File: src/rtl/reg_port_ctrl.sv
// Initiator for a single-port 32x32 register file: serialises write-back and
// two-operand fetches into one file access per clock, with x0 reading as zero.
module reg_port_ctrl #(
   parameter int ADDR_W = 5,
   parameter int DATA_W = 32
) (
   input  logic              clkout,
   input  logic              rst_n,
   input  logic              req_valid,
   output logic              req_ready,
   input  logic [ADDR_W-1:0] req_rs1,
   input  logic [ADDR_W-1:0] req_rs2,
   output logic              op_valid,
   input  logic              op_ready,
   output logic [DATA_W-1:0] op_a,
   output logic [DATA_W-1:0] op_b,
   input  logic              wb_valid,
   output logic              wb_ready,
   input  logic [ADDR_W-1:0] wb_addr,
   input  logic [DATA_W-1:0] wb_data,
   output logic              rf_sal,
   output logic [ADDR_W-1:0] rf_addr,
   output logic [DATA_W-1:0] rf_wdata,
   input  logic [DATA_W-1:0] rf_rdata
);

   typedef enum logic [2:0] {IDLE, WR, RA, RB, CB, RSP} state_t;

   typedef struct packed {
      logic [ADDR_W-1:0] rs1;
      logic [ADDR_W-1:0] rs2;
   } fetch_t;

   state_t state, state_nxt;
   fetch_t fetch_q;
   logic   wr_go, rd_go;

   // Write-back wins over fetch; an x0 write is acknowledged but never issued.
   assign wb_ready  = (state == IDLE);
   assign req_ready = (state == IDLE) && !wb_valid;
   assign wr_go     = wb_ready && wb_valid && (wb_addr != '0);
   assign rd_go     = req_ready && req_valid;

   always_ff @(posedge clkout or negedge rst_n) begin
      if (!rst_n) state <= IDLE;
      else        state <= state_nxt;
   end

   always_comb begin
      state_nxt = state;
      case (state)
         IDLE:    if (wr_go) state_nxt = WR;
                  else if (rd_go) state_nxt = RA;
         WR:      state_nxt = IDLE;
         RA:      state_nxt = RB;
         RB:      state_nxt = CB;
         CB:      state_nxt = RSP;
         RSP:     if (op_ready) state_nxt = IDLE;
         default: state_nxt = IDLE;
      endcase
   end

   // rf_addr leads the data by one edge: rs1 is presented in RA, its data
   // arrives in RB while rs2 is being presented, and rs2's data arrives in CB.
   always_ff @(posedge clkout or negedge rst_n) begin
      if (!rst_n) begin
         fetch_q  <= '0;
         rf_sal   <= 1'b0;
         rf_addr  <= '0;
         rf_wdata <= '0;
         op_a     <= '0;
         op_b     <= '0;
         op_valid <= 1'b0;
      end else begin
         case (state)
            IDLE: begin
               if (wr_go) begin
                  rf_sal   <= 1'b1;
                  rf_addr  <= wb_addr;
                  rf_wdata <= wb_data;
               end else if (rd_go) begin
                  fetch_q.rs1 <= req_rs1;
                  fetch_q.rs2 <= req_rs2;
                  rf_addr     <= req_rs1;
               end
            end
            WR: rf_sal <= 1'b0;
            RA: rf_addr <= fetch_q.rs2;
            RB: op_a <= (fetch_q.rs1 == '0) ? '0 : rf_rdata;
            CB: begin
               op_b     <= (fetch_q.rs2 == '0) ? '0 : rf_rdata;
               op_valid <= 1'b1;
            end
            RSP: if (op_ready) op_valid <= 1'b0;
            default: ;
         endcase
      end
   end

endmodule

File: config.mk
export PLATFORM = sky130hd
export DESIGN_NAME = reg_port_ctrl
export DESIGN_NICKNAME = d
export VERILOG_FILES = /design/src/rtl/reg_port_ctrl.sv
export SDC_FILE = /design/constraint.sdc
export NUM_CORES = 1
export LEC_CHECK = 0
export CORE_MARGIN = 2
export CORE_UTILIZATION = 43
export DETAILED_ROUTE_END_ITERATION = 16
export HOLD_SLACK_MARGIN = 0.15
export PLACE_DENSITY = 0.85
export SYNTH_ARGS = -nofsm -noshare
export SYNTH_HDL_FRONTEND = slang
export SYNTH_SLANG_ARGS = --single-unit
File: constraint.sdc
create_clock -name clkout -period 1.9 [get_ports clkout]
set_input_delay 0.19 -clock clkout [delete_from_list [all_inputs] [get_ports clkout]]
set_output_delay 0.19 -clock clkout [all_outputs]
set_load 0.01 [all_outputs]
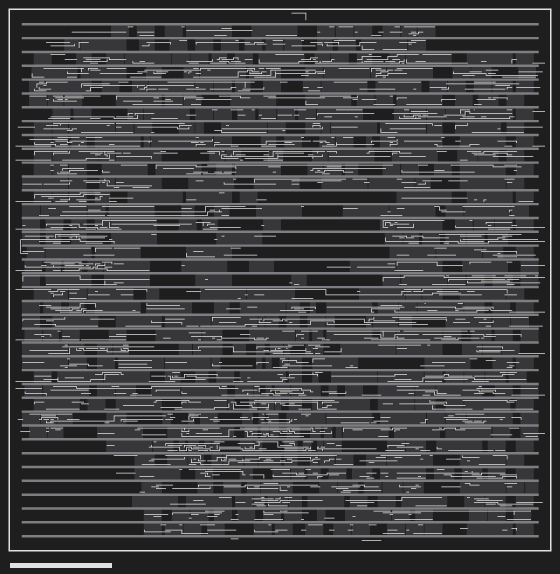
Run 1: met1 routing
Scale bar: 20 µm. Supply wires on this layer in gray.
wire length on this layer: 5040 µm
longest straight run: 36.3 µm
share of all routed wire: 42%
main direction: horizontal
nets with wire on the layer: 523

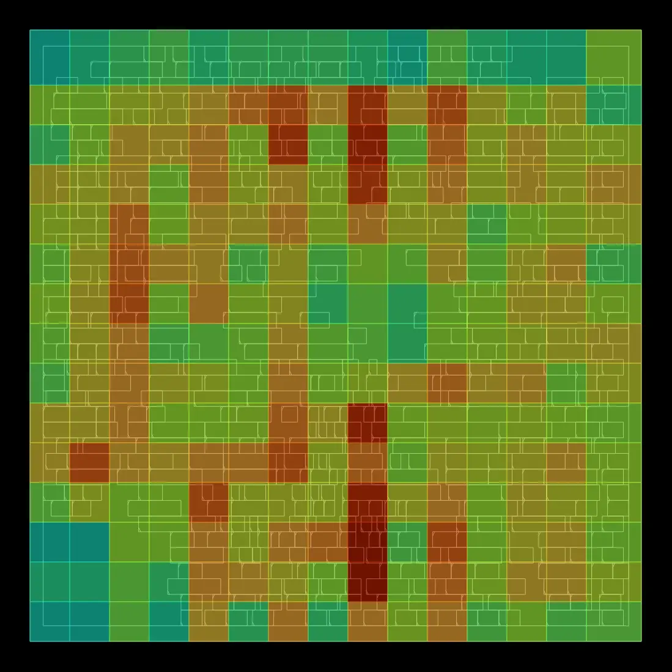
Run 1: routing congestion
layer with the highest usage: met2
met2 usage in global routing: 0.373
final core utilization: 0.704

==> run notes, run 1 <==
* status: finished, final reports clean
* maximum clock skew at final layout: 11.4 ps
* clock tree sinks: 116
* slack of the critical path: 74.8 ps
* floorplan die width: 106 µm
* RSZ-0062 raised after global routing: no
* number of placed cells counting well taps: 630
* Synth mux share: 0.103
* critical path data arrival time: 1640 ps
* first-pass GRT wire length: 19500 µm
* Non-Clock Buffer Area Fraction: 0.290
* clk slew on worst S/H paths: 60 ps
* RR Startpoint: state[2]
* total power: 12900 µW
* distinct cell type count of the synthesized netlist: 37
* part of the total power dissipated in sequential elements: 0.338
* hold buffer count at CTS: 2
* number of vias per cell: 5.24
* biggest area consumer among cell classes: registers
* wire length per cell: 18.3 µm
* flop count: 116
* IR drop worst, VDD: 0.000961 V
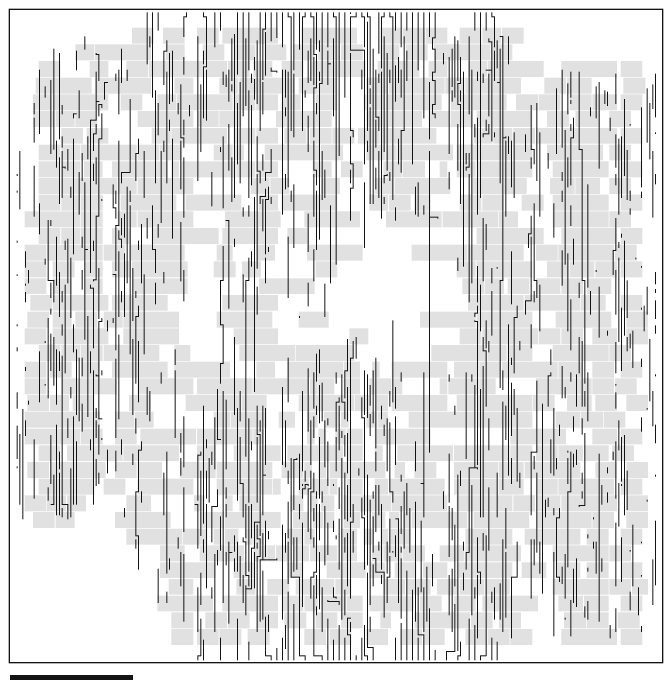
Run 1: the metal 2 layer
Scale bar: 20 µm.
longest straight run: 49.0 µm
wire length on this layer: 6090 µm
nets with wire on the layer: 568

## run 1: routing by layer
metal | wire length [µm] | global-route usage
met5 | 0 | 0
met4 | 102 | 0.0705
met3 | 899 | 0.0711
met2 | 6090 | 0.373
met1 | 5040 | 0.273
## run 1: critical path, cell delays in order, from the launching register on
cell,delay [ps]
sky130_fd_sc_hd__dfrtp_2,440
sky130_fd_sc_hd__buf_4,160
sky130_fd_sc_hd__nor3_4,270
sky130_fd_sc_hd__clkdlybuf4s15_1,290
## run 1: layout by cell type (no fill, tap or decap), drive strengths merged, types with 3 or more instances in the layout
master,n
buf,20
o21ai,4
dfrtp,116
a21oi,8
nor3b,4
nor3,5
clkinvlp,5
mux2,40
bufinv,3
a22o,64
nand2,5
clkbuf,21
inv,5
clkinv,3
a31oi,4
clkdlybuf4s50,185
nor2,10
Run 1, cells by drive strength:
Scale bar: 20 µm.
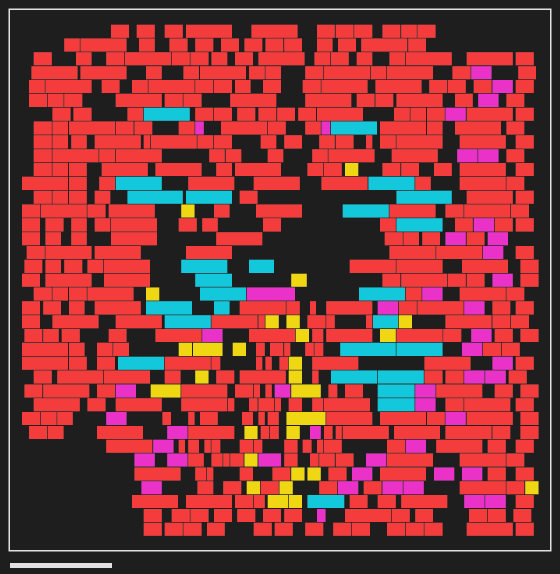

==> run 2: changes to the inputs <==
Settings changed: PLACE_DENSITY 0.85 to 0.87.
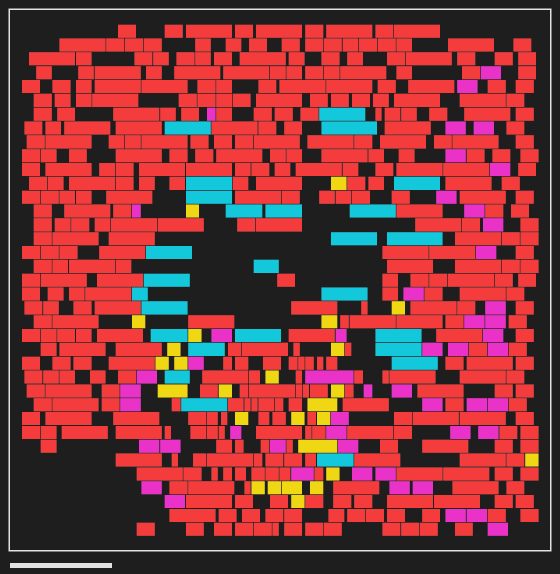
Run 2: cells by drive strength
Scale bar: 20 µm.
legend:
  yellow:
    size: _3 and _4 cells
    cells: 26
    share: 4.9%
  magenta:
    size: _2 cells
    cells: 51
    share: 9.7%
  cyan:
    size: _6 and larger
    cells: 26
    share: 4.9%
  red:
    size: _0 and _1 cells
    cells: 425
    share: 80%

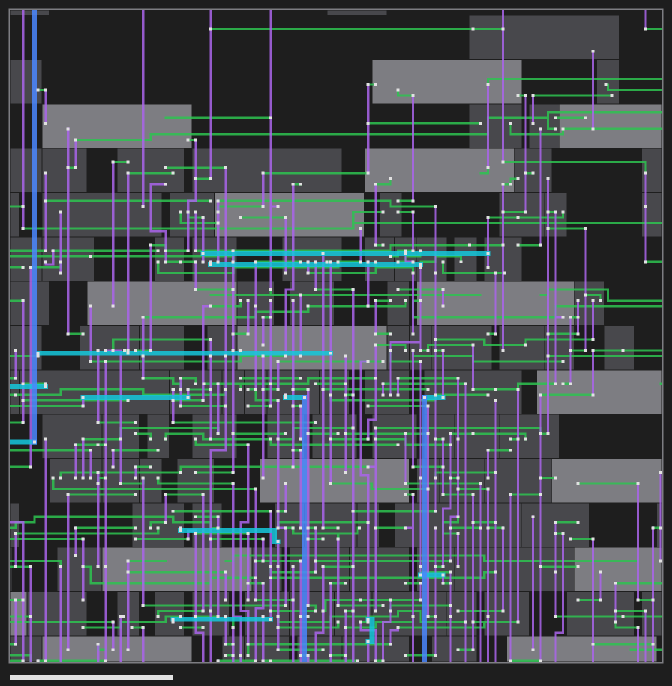
Run 2: a small window of the routed layout
Scale bar: 10 µm. Window x 33 to 73, y 12 to 52 µm. Cells in gray, sequential cells in the stronger gray; small squares are vias.
legend:
  blue:
    layer: metal 4
  purple:
    layer: metal 2
  cyan:
    layer: metal 3
  green:
    layer: metal 1
most frequent: dfrtp_1 (14), buf_4 (12), nor2_1 (8)
sequential cells in the window: 15
cells with their middle in the window: 106
netlist names of flops here include: `rf_addr` (4), `fetch_q` (3), `rf_wdata` (3)

==> run notes, run 2 <==
* status: finished, final reports clean
* met2 usage in global routing: 0.357
* Non-Clock Buffer Area Fraction: 0.292
* highest metal used: met4
* total power: 12700 µW
* clock tree sinks: 116
* met1 Track Usage GR: 0.274
* layer with the highest usage: met2
* slowest stage cell on the critical path: sky130_fd_sc_hd__or2_2
* slack of the critical path: 113 ps
* hold buffer count at CTS: 1
* floorplan die width: 106 µm
* Met3 Wirelength: 840 µm
* routed wl met2: 5830 µm
* RSZ-0062 raised after global routing: no
* Met1 Routed Length: 5110 µm
* WP buf/inv: 1
* clk slew on worst S/H paths: 60 ps
* number of placed cells counting well taps: 631
* distinct cell type count of the synthesized netlist: 37
* biggest area consumer among cell classes: registers
* peak per-stage delay on the critical path: 380 ps
run 2: cells by family (layout without fill, tap and decap cells):
logic type	after synthesis	in the layout	synth area share
AOI/OAI and AO/OA	90	90	0.167
buffers and inverters	26	245	0.0379
DFF	116	116	0.647
muxes	41	41	0.103
other	0	1	0
and+or+nand+nor	36	36	0.0457
run 2: report_power, final:
part / internal [µW] / total (µW) / switching [µW]
sequential: 3660 / 4380 / 720
clock: 1900 / 2990 / 1090
combinational: 3250 / 5360 / 2110
run 2: worst max-delay path by stage:
stage | start | end | slack (ps)
3_3_place_gp | wb_addr[0] | rf_wdata[17] | -180
2_1_floorplan | state[2] | rf_addr[2] | 200
3_5_place_dp | wb_addr[0] | rf_wdata[20] | -220
4_1_cts | state[2] | req_ready | 10
5_1_grt | state[2] | wb_ready | 20
6_report | state[2] | req_ready | 110
Run 2, met1 routing:
Scale bar: 20 µm. Supply wires on this layer in gray.
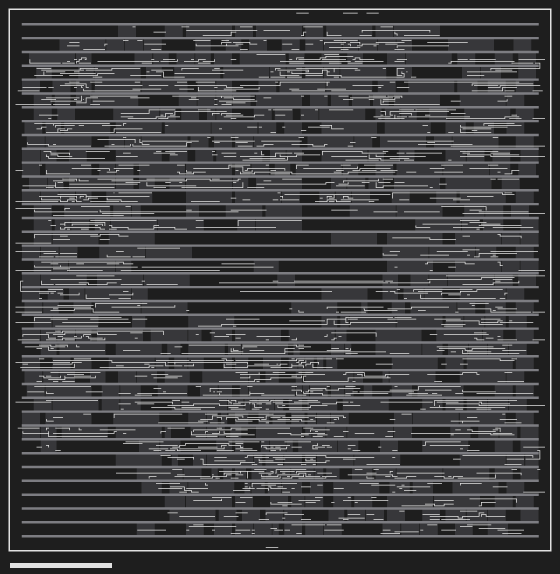

==> run 3: changes to the inputs <==
Settings changed: CAP_MARGIN set to 10, CORE_ASPECT_RATIO set to 1.75.
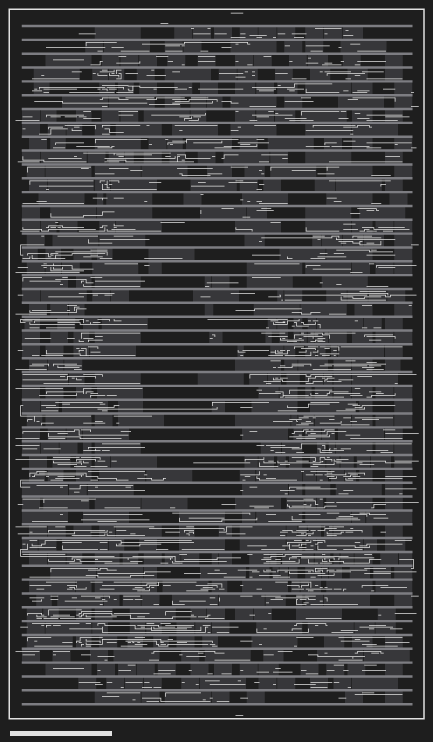
Run 3: met1 routing
Scale bar: 20 µm. Supply wires on this layer in gray.
share of all routed wire: 36%
longest straight run: 23.5 µm
nets with wire on the layer: 520
wire length on this layer: 4490 µm

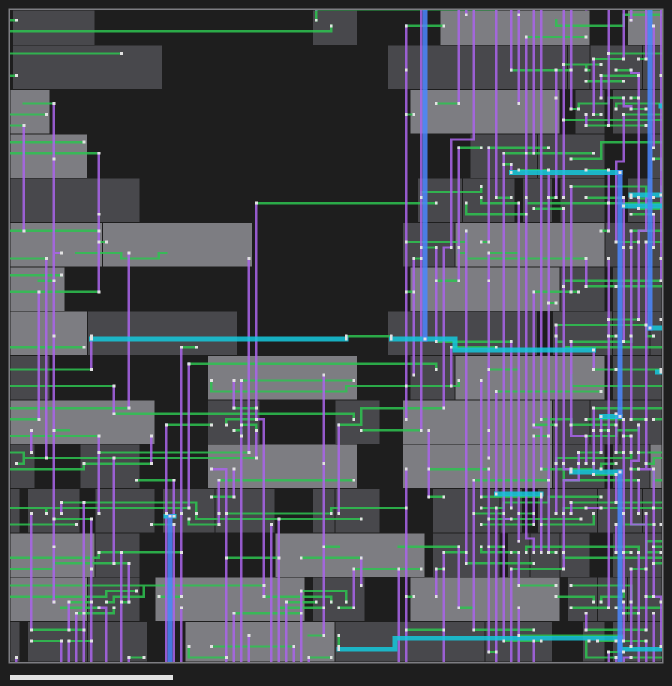
Run 3: a small window of the routed layout
Scale bar: 10 µm. Window x 21 to 61, y 22 to 62 µm. Cells in gray, sequential cells in the stronger gray; small squares are vias.
legend:
  purple:
    layer: metal 2
  green:
    layer: metal 1
  blue:
    layer: metal 4
  cyan:
    layer: metal 3
cells with their middle in the window: 82
sequential cells in the window: 20
netlist names of flops here include: `fetch_q` (8), `op_b` (7), `op_a` (5)
most frequent: dfrtp_1 (20), buf_4 (7), clkdlybuf4s50_1 (6)

==> run notes, run 3 <==
* IR drop worst, VDD: 0.00101 V
* gr ovfl total: 0
* RR Startpoint: state[2]
* slack of the critical path: 50.1 ps
* share of total power consumed by net switching: 0.301
* number of antenna violations at the first check in global routing: 0
* fraction of power consumed by combinational cells: 0.413
* post-synthesis adder-cell area fraction: 0
* biggest area consumer among cell classes: registers
* Synth mux share: 0.103
* power attributed to combinational cells: 5370 µW
* internal portion of total power: 9080 µW
* routed wl met2: 6610 µm
* flop count: 116
* critical-path cell list: buf_4 > or3b_2 > o311ai_0 > a31oi_1 > a21oi_1
* Met3 Wirelength: 812 µm
* Non-Clock Buffer Area Fraction: 0.288
* delay-heaviest family, CP: AND-OR/OR-AND gates
* final core utilization: 0.702
* largest family of logic cells by area: AND-OR/OR-AND gates
* dominant logic cell type in the layout: sky130_fd_sc_hd__clkdlybuf4s50_1
* Critical Path Source: state[2]
* maximum clock skew at final layout: 6.20 ps
* clock group share of total power: 0.249
* highest metal used: met4
* most instantiated logic cells after routing: sky130_fd_sc_hd__clkdlybuf4s50_1 (185), sky130_fd_sc_hd__dfrtp_1 (116), sky130_fd_sc_hd__a22o_1 (64), sky130_fd_sc_hd__mux2_2 (40), sky130_fd_sc_hd__buf_4 (20)
* met1 Track Usage GR: 0.243
* RSZ-0062 raised after global routing: no
* met2 usage in global routing: 0.390
* net load switching power: 3920 µW
* number of vias per cell: 5.36
* Met1 Routed Length: 4490 µm
* XOR/XNOR share of the synthesized area: 0
* status: finished, final reports clean
* clock tree sinks: 116
* AND-OR/OR-AND share of the synthesized area: 0.167
* total sequential power: 4390 µW
* floorplan die width: 81.2 µm
* clk latency late pin: 400 ps
* layer with the highest usage: met2
* peak per-stage delay on the critical path: 520 ps
* first-pass GRT wire length: 19200 µm
* clk slew on worst S/H paths: 50 ps
* AND/OR/NAND/NOR Cells, Area Fraction: 0.0457
* critical path data arrival time: 2170 ps
==> run 3: cell count changes in the layout (fill, tap and decap cells not counted), sizes merged <==
cell,previous run,this run
clkbuf,20,23
diode,1,0
bufinv,2,3
buf,21,22
clkinvlp,4,2
clkinv,5,4
inv,5,4
==> run 3: how the worst max path moves through the flow <==
stage                              end  slack (ps)  cells after the start
after detailed placement  rf_wdata[17]        -230                      5
after global routing         req_ready           5                      3
after global placement    rf_wdata[12]        -170                      5
after CTS                    req_ready         100                      3
final                       rf_addr[3]          50                      5
after floorplan             rf_addr[2]         200                      6
==> run 3: metrics by stage <==
stage	hold slack, ps	std cells	power (µW)
floorplan	-106	309	6820
global placement	314	622	9560
detailed placement	324	622	9760
CTS	387	656	13100
global route	398	656	13700
finish	370	656	13000
Power and IR drop assume default switching activity.
